### Signal wires on met2

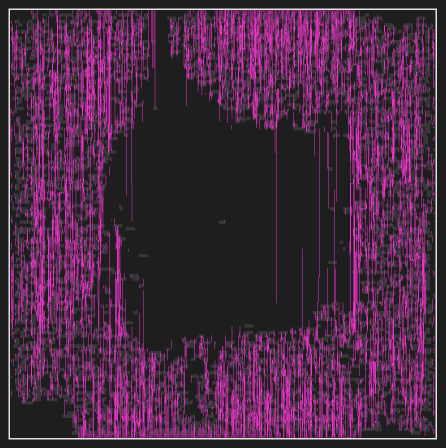
### Cell density map

The die is cut into 35 by 35 equal tiles; white is low, dark blue is high, 0 to 100% covered.
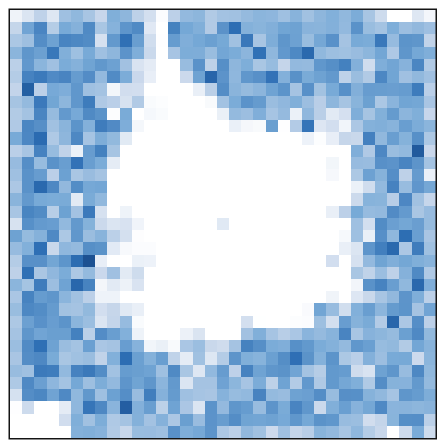
### Register map, names as in the netlist

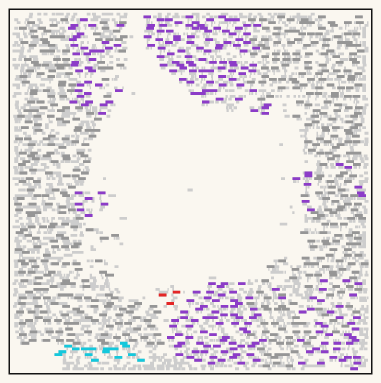
### M1 wires

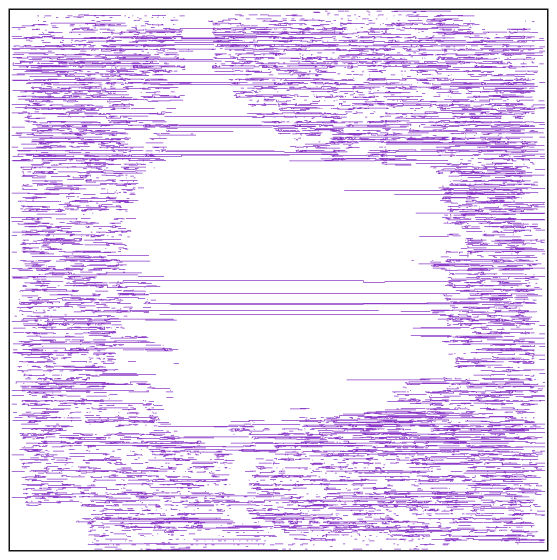
### Placement view

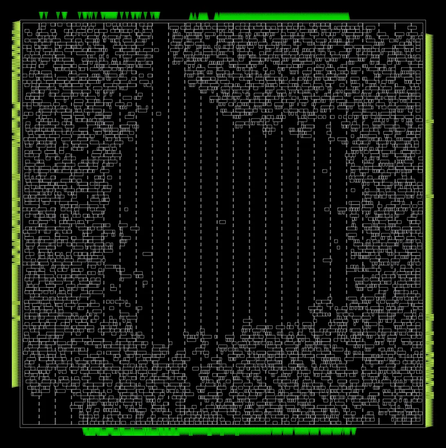
**config.mk**
```make
export PLATFORM = sky130hd
export DESIGN_NAME = bfloat16_matrix_stream_controller_flat
export DESIGN_NICKNAME = d
export VERILOG_FILES = /design/src/rtl/bf16_mm_pkg.sv /design/src/rtl/bfloat16_matrix_stream_controller_if.sv /design/src/rtl/bfloat16_matrix_serializer.sv /design/src/rtl/bfloat16_matrix_stream_controller.sv /design/src/flat_wrapper.sv
export SDC_FILE = /design/constraint.sdc
export NUM_CORES = 2
export LEC_CHECK = 0
export CAP_MARGIN = 0
export CORE_AREA = 2 2 344 346
export CTS_BUF_LIST = sky130_fd_sc_hd__clkbuf_2 sky130_fd_sc_hd__clkbuf_4 sky130_fd_sc_hd__clkbuf_8
export CTS_CLUSTER_DIAMETER = 150
export CTS_CLUSTER_SIZE = 25
export DETAILED_ROUTE_END_ITERATION = 10
export DIE_AREA = 0 0 346 348
export PLACE_DENSITY = 0.53
export SLEW_MARGIN = 20
export SYNTH_ARGS = -nofsm -noshare
export SYNTH_HDL_FRONTEND = slang
export SYNTH_HIERARCHICAL = 1
export SYNTH_SLANG_ARGS = --single-unit
```
**constraint.sdc**
```tcl
create_clock -name clk -period 6.61 [get_ports clk]
set_input_delay 0.9915 -clock clk [delete_from_list [all_inputs] [get_ports clk]]
set_output_delay 0.9915 -clock clk [all_outputs]
set_load 0.01 [all_outputs]
```
**src/rtl/bf16_mm_pkg.sv**
```systemverilog
// Shared types and constants for the
// bfloat16 matrix stream controller slice.
package bf16_mm_pkg;

  localparam int MM_N    = 16;
  localparam int MM_SIZE = 4;

  typedef logic [15:0] bf16_t;

  localparam bf16_t BF16_ONE   = 16'h3F80;
  localparam bf16_t BF16_TWO   = 16'h4000;
  localparam bf16_t BF16_THREE = 16'h4040;
  localparam bf16_t BF16_FOUR  = 16'h4080;

  typedef enum logic [2:0] {
    IDLE,
    LOAD,
    START,
    WAIT,
    DRAIN
  } mm_state_e;

endpackage

```
**src/rtl/bfloat16_matrix_stream_controller_if.sv**
```systemverilog
// Element stream bundle: operand beats in,
// result beats out, both valid/ready.
interface bfloat16_matrix_stream_controller_if
  import bf16_mm_pkg::*;
#(
  parameter int N = MM_N
) ();

  logic         s_valid;
  logic         s_ready;
  logic [N-1:0] s_data;
  logic         m_valid;
  logic         m_ready;
  logic [N-1:0] m_data;
  logic         m_last;

  modport master (
    output s_valid, s_data, m_ready,
    input  s_ready, m_valid, m_data, m_last
  );

  modport slave (
    input  s_valid, s_data, m_ready,
    output s_ready, m_valid, m_data, m_last
  );

endinterface

```
**src/rtl/bfloat16_matrix_serializer.sv**
```systemverilog
// Holds the captured C matrix and streams it
// out row-major under valid/ready.
module bfloat16_matrix_serializer
  import bf16_mm_pkg::*;
#(
  parameter int N    = MM_N,
  parameter int SIZE = MM_SIZE
) (
  input  logic                             clk,
  input  logic                             rst,
  input  logic                             cap,
  input  logic [SIZE-1:0][SIZE-1:0][N-1:0] c_in,
  input  logic                             m_ready,
  output logic                             m_valid,
  output logic [N-1:0]                     m_data,
  output logic                             m_last,
  output logic                             done
);

  localparam int IW = (SIZE > 1) ? $clog2(SIZE) : 1;

  logic [SIZE-1:0][SIZE-1:0][N-1:0] c_buf;
  logic [IW-1:0]                    row;
  logic [IW-1:0]                    col;
  logic                             at_end;

  assign at_end = (row == IW'(SIZE - 1))
               && (col == IW'(SIZE - 1));
  assign m_data = c_buf[row][col];
  assign m_last = m_valid && at_end;
  assign done   = m_valid && m_ready && at_end;

  // Capture C on the strobe, then walk it.
  always_ff @(posedge clk) begin
    if (rst) begin
      c_buf   <= '0;
      row     <= '0;
      col     <= '0;
      m_valid <= 1'b0;
    end else if (cap) begin
      c_buf   <= c_in;
      row     <= '0;
      col     <= '0;
      m_valid <= 1'b1;
    end else if (m_valid && m_ready) begin
      if (at_end) begin
        m_valid <= 1'b0;
        row     <= '0;
        col     <= '0;
      end else if (col == IW'(SIZE - 1)) begin
        col <= '0;
        row <= row + IW'(1);
      end else begin
        col <= col + IW'(1);
      end
    end
  end

endmodule

```
**src/rtl/bfloat16_matrix_stream_controller.sv**
```systemverilog
// Stream initiator for one bf16 matrix multiplier.
// MM_TIMEOUT_EN enables the WAIT watchdog and err.
module bfloat16_matrix_stream_controller
  import bf16_mm_pkg::*;
#(
  parameter int N              = MM_N,
  parameter int SIZE           = MM_SIZE,
  parameter int TIMEOUT_CYCLES = 1024
) (
  input  logic clk,
  input  logic rst,
  bfloat16_matrix_stream_controller_if.slave bus,
  output logic [SIZE-1:0][SIZE-1:0][N-1:0] mm_a,
  output logic [SIZE-1:0][SIZE-1:0][N-1:0] mm_b,
  output logic [SIZE*SIZE*SIZE-1:0]        mm_op_start,
  input  logic [SIZE*SIZE-1:0]             mm_op_finish,
  input  logic [SIZE-1:0][SIZE-1:0][N-1:0] mm_c,
  output logic                             busy,
  output logic                             err
);

  localparam int IW = (SIZE > 1) ? $clog2(SIZE) : 1;

  mm_state_e            state;
  mm_state_e            state_nx;
  logic [IW-1:0]        row;
  logic [IW-1:0]        col;
  logic                 phase_b;
  logic                 s_fire;
  logic                 last_beat;
  logic [SIZE*SIZE-1:0] sticky;
  logic                 all_fin;
  logic                 cap;
  logic                 to_hit;
  logic                 drain_done;
  logic                 ser_valid;
  logic                 ser_last;
  logic [N-1:0]         ser_data;

  assign s_fire    = bus.s_valid && bus.s_ready;
  assign last_beat = phase_b
                  && (row == IW'(SIZE - 1))
                  && (col == IW'(SIZE - 1));
  assign all_fin   = &(sticky | mm_op_finish);

  // State register.
  always_ff @(posedge clk) begin
    if (rst) state <= IDLE;
    else     state <= state_nx;
  end

  // Next-state selection.
  always_comb begin
    state_nx = state;
    unique case (state)
      IDLE:    if (s_fire) state_nx = LOAD;
      LOAD:    if (s_fire && last_beat) state_nx = START;
      START:   state_nx = WAIT;
      WAIT: begin
        if (all_fin)     state_nx = DRAIN;
        else if (to_hit) state_nx = IDLE;
      end
      DRAIN:   if (drain_done) state_nx = IDLE;
      default: state_nx = IDLE;
    endcase
  end

  // State-decoded control outputs.
  always_comb begin
    bus.s_ready = 1'b0;
    busy        = 1'b0;
    mm_op_start = '0;
    cap         = 1'b0;
    unique case (state)
      IDLE:  bus.s_ready = !rst;
      LOAD: begin
        bus.s_ready = !rst;
        busy        = 1'b1;
      end
      START: begin
        busy        = 1'b1;
        mm_op_start = '1;
      end
      WAIT: begin
        busy = 1'b1;
        cap  = all_fin;
      end
      DRAIN: busy = 1'b1;
      default: ;
    endcase
  end

  // Scatter A then B into transposed layout.
  always_ff @(posedge clk) begin
    if (rst) begin
      mm_a    <= '0;
      mm_b    <= '0;
      row     <= '0;
      col     <= '0;
      phase_b <= 1'b0;
    end else if (s_fire) begin
      if (phase_b) mm_b[col][row] <= bus.s_data;
      else         mm_a[col][row] <= bus.s_data;
      if (col == IW'(SIZE - 1)) begin
        col <= '0;
        if (row == IW'(SIZE - 1)) begin
          row     <= '0;
          phase_b <= !phase_b;
        end else begin
          row <= row + IW'(1);
        end
      end else begin
        col <= col + IW'(1);
      end
    end
  end

  // Finish bits only count from WAIT onward.
  always_ff @(posedge clk) begin
    if (rst || state == START)
      sticky <= '0;
    else if (state == WAIT)
      sticky <= sticky | mm_op_finish;
  end

`ifdef MM_TIMEOUT_EN
  localparam int TW = $clog2(TIMEOUT_CYCLES + 1);

  logic [TW-1:0] to_cnt;

  assign to_hit = (state == WAIT) && !all_fin
               && (to_cnt == TW'(TIMEOUT_CYCLES - 1));

  // Count cycles spent in WAIT.
  always_ff @(posedge clk) begin
    if (rst || state != WAIT) to_cnt <= '0;
    else                      to_cnt <= to_cnt + TW'(1);
  end

  // Sticky timeout flag, cleared by a new job.
  always_ff @(posedge clk) begin
    if (rst)
      err <= 1'b0;
    else if (to_hit)
      err <= 1'b1;
    else if (s_fire && state == IDLE)
      err <= 1'b0;
  end
`else
  logic unused_cfg;

  assign unused_cfg = |TIMEOUT_CYCLES;
  assign to_hit     = 1'b0;
  assign err        = 1'b0;
`endif

  bfloat16_matrix_serializer #(
    .N    (N),
    .SIZE (SIZE)
  ) u_ser (
    .clk     (clk),
    .rst     (rst),
    .cap     (cap),
    .c_in    (mm_c),
    .m_ready (bus.m_ready),
    .m_valid (ser_valid),
    .m_data  (ser_data),
    .m_last  (ser_last),
    .done    (drain_done)
  );

  assign bus.m_valid = ser_valid;
  assign bus.m_data  = ser_data;
  assign bus.m_last  = ser_last;

endmodule

```
**src/flat_wrapper.sv**
```systemverilog
// flat-port wrapper written by rule: the top's interface ports become plain ports
module bfloat16_matrix_stream_controller_flat import bf16_mm_pkg::*;
#(
  parameter int N              = MM_N,
  parameter int SIZE           = MM_SIZE,
  parameter int TIMEOUT_CYCLES = 1024
)
  (clk, rst, mm_a, mm_b, mm_op_start, mm_op_finish, mm_c, busy, err, bus_s_valid, bus_s_data, bus_m_ready, bus_s_ready, bus_m_valid, bus_m_data, bus_m_last);
  bfloat16_matrix_stream_controller_if #(.N(N)) bus_i ();
  input  logic clk;
  input  logic rst;
  output logic [SIZE-1:0][SIZE-1:0][N-1:0] mm_a;
  output logic [SIZE-1:0][SIZE-1:0][N-1:0] mm_b;
  output logic [SIZE*SIZE*SIZE-1:0] mm_op_start;
  input  logic [SIZE*SIZE-1:0] mm_op_finish;
  input  logic [SIZE-1:0][SIZE-1:0][N-1:0] mm_c;
  output logic busy;
  output logic err;
  input wire logic [$bits(bus_i.s_valid)-1:0] bus_s_valid;
  input wire logic [$bits(bus_i.s_data)-1:0] bus_s_data;
  input wire logic [$bits(bus_i.m_ready)-1:0] bus_m_ready;
  output wire logic [$bits(bus_i.s_ready)-1:0] bus_s_ready;
  output wire logic [$bits(bus_i.m_valid)-1:0] bus_m_valid;
  output wire logic [$bits(bus_i.m_data)-1:0] bus_m_data;
  output wire logic [$bits(bus_i.m_last)-1:0] bus_m_last;
  assign bus_i.s_valid = bus_s_valid;
  assign bus_i.s_data = bus_s_data;
  assign bus_i.m_ready = bus_m_ready;
  assign bus_s_ready = bus_i.s_ready;
  assign bus_m_valid = bus_i.m_valid;
  assign bus_m_data = bus_i.m_data;
  assign bus_m_last = bus_i.m_last;
  bfloat16_matrix_stream_controller #(.N(N), .SIZE(SIZE), .TIMEOUT_CYCLES(TIMEOUT_CYCLES)) u_core (.clk(clk), .rst(rst), .bus(bus_i), .mm_a(mm_a), .mm_b(mm_b), .mm_op_start(mm_op_start), .mm_op_finish(mm_op_finish), .mm_c(mm_c), .busy(busy), .err(err));
endmodule
```
==> commit_impl_results.txt <==
Update PnR metrics after Yosys + OpenROAD run

- The run finished with clean final reports.
- Layout cell share with drive strength beyond 1: 0.0429
- Summed over all layers, the global routing overflow is 0.
- The vertical die dimension reported for this design is 348 µm.
- Routed met1 length: 52,300 µm
* Post-DP HPWL: 84,200 µm
- Worst Hold Path EP: u_core/mm_b[214]$_SDFFE_PP0P_
* Number of nets at floorplan: 3,786
- Looking at the max-slew report, the worst-margin pin has a slew of 1320 ps.
* Weighted congestion at the end of routability-driven global placement: 0.802
- Per the detail_route report, routed wire per instance is 21.8 µm.
- Counting only logic cells after layout, the most numerous master is sky130_fd_sc_hd__nand2_1.
- Instance count on the critical path: 5
- Design internal power: ~5.6 mW
- Number of global-route vias before repair: 23,875
- Cell with the most instances after synthesis: sky130_fd_sc_hd__nand2_1
- Final wirelength: 123,000 µm
- Number of flops mapped to enable cells by yosys: 0
- Switching share of power: 0.252
- Maximum number of pins on one net before global-route repair: 217
- For met2 alone, demand over resource in global routing was 0.311.
- The top cell types in the final layout, fill and taps aside, are sky130_fd_sc_hd__nand2_1 (982), sky130_fd_sc_hd__clkdlybuf4s50_1 (870), sky130_fd_sc_hd__dfxtp_1 (795).
- Count of buffers from port buffering: 887
* Portion of total power attributed to sequential cells: 0.647
- Top FF cell, synth: sky130_fd_sc_hd__dfxtp_1
- Pre-CTS setup slack: 2400 ps
Notes on 'Signal wires on met2' above:
The longest straight run is 171 µm. The layer holds 46% of the routed length. 3,348 nets have wire on it. The layer carries 56.6 mm of wire. The wires run mostly vertical.

Notes on 'Cell density map' above:
26% of the tiles are nearly empty. The fullest tile reaches 87%. 1.3% of the tiles are over 75% full. The mean over all tiles is 32%.

Notes on 'Register map, names as in the netlist' above:
Cyan stands for u_core/sticky, flops 16, where bottom left. Purple stands for u_core/mm_b, flops 256, where widely spread. Red stands for u_core/state, flops 3.
Another 522 sequential cells are not colored.

Notes on 'M1 wires' above:
The layer holds 43% of the routed length. 3,980 nets have wire on it. The layer carries 52.3 mm of wire. The longest straight run is 200 µm. The wires run mostly horizontal.

Notes on 'Placement view' above:
Tapcells: 1,536
post-route core utilization: 0.347
floorplan row count: 126
Finished Layout Cells: 5,630
layout filler cell count: 12,041

-- power groups by stage --
stage / Combinational [mW] / Sequential (mW) / Clock [mW]
3_5_place_dp: 0.479 / 4.93 / 0
3_3_place_gp: 0.478 / 4.93 / 0
5_1_grt: 0.500 / 4.83 / 2.41
6_report: 0.477 / 4.83 / 2.16
4_1_cts: 0.479 / 4.83 / 2.27
2_1_floorplan: 0.152 / 4.93 / 0
-- area by class of cell --
cell class                      count  area (µm²)  area share
Antenna cell                       11        27.5    0.000678
Clock buffer                       42         559      0.0138
Clock inverter                      4        40.0    0.000986
Inverter                            5        18.8    0.000462
Multi-Input combinational cell   2313       13000       0.319
Sequential cell                   797       16000       0.393
Tap cell                         1536        1920      0.0473
Timing Repair Buffer              922        9120       0.225
Power is estimated from default activity; no workload was simulated.
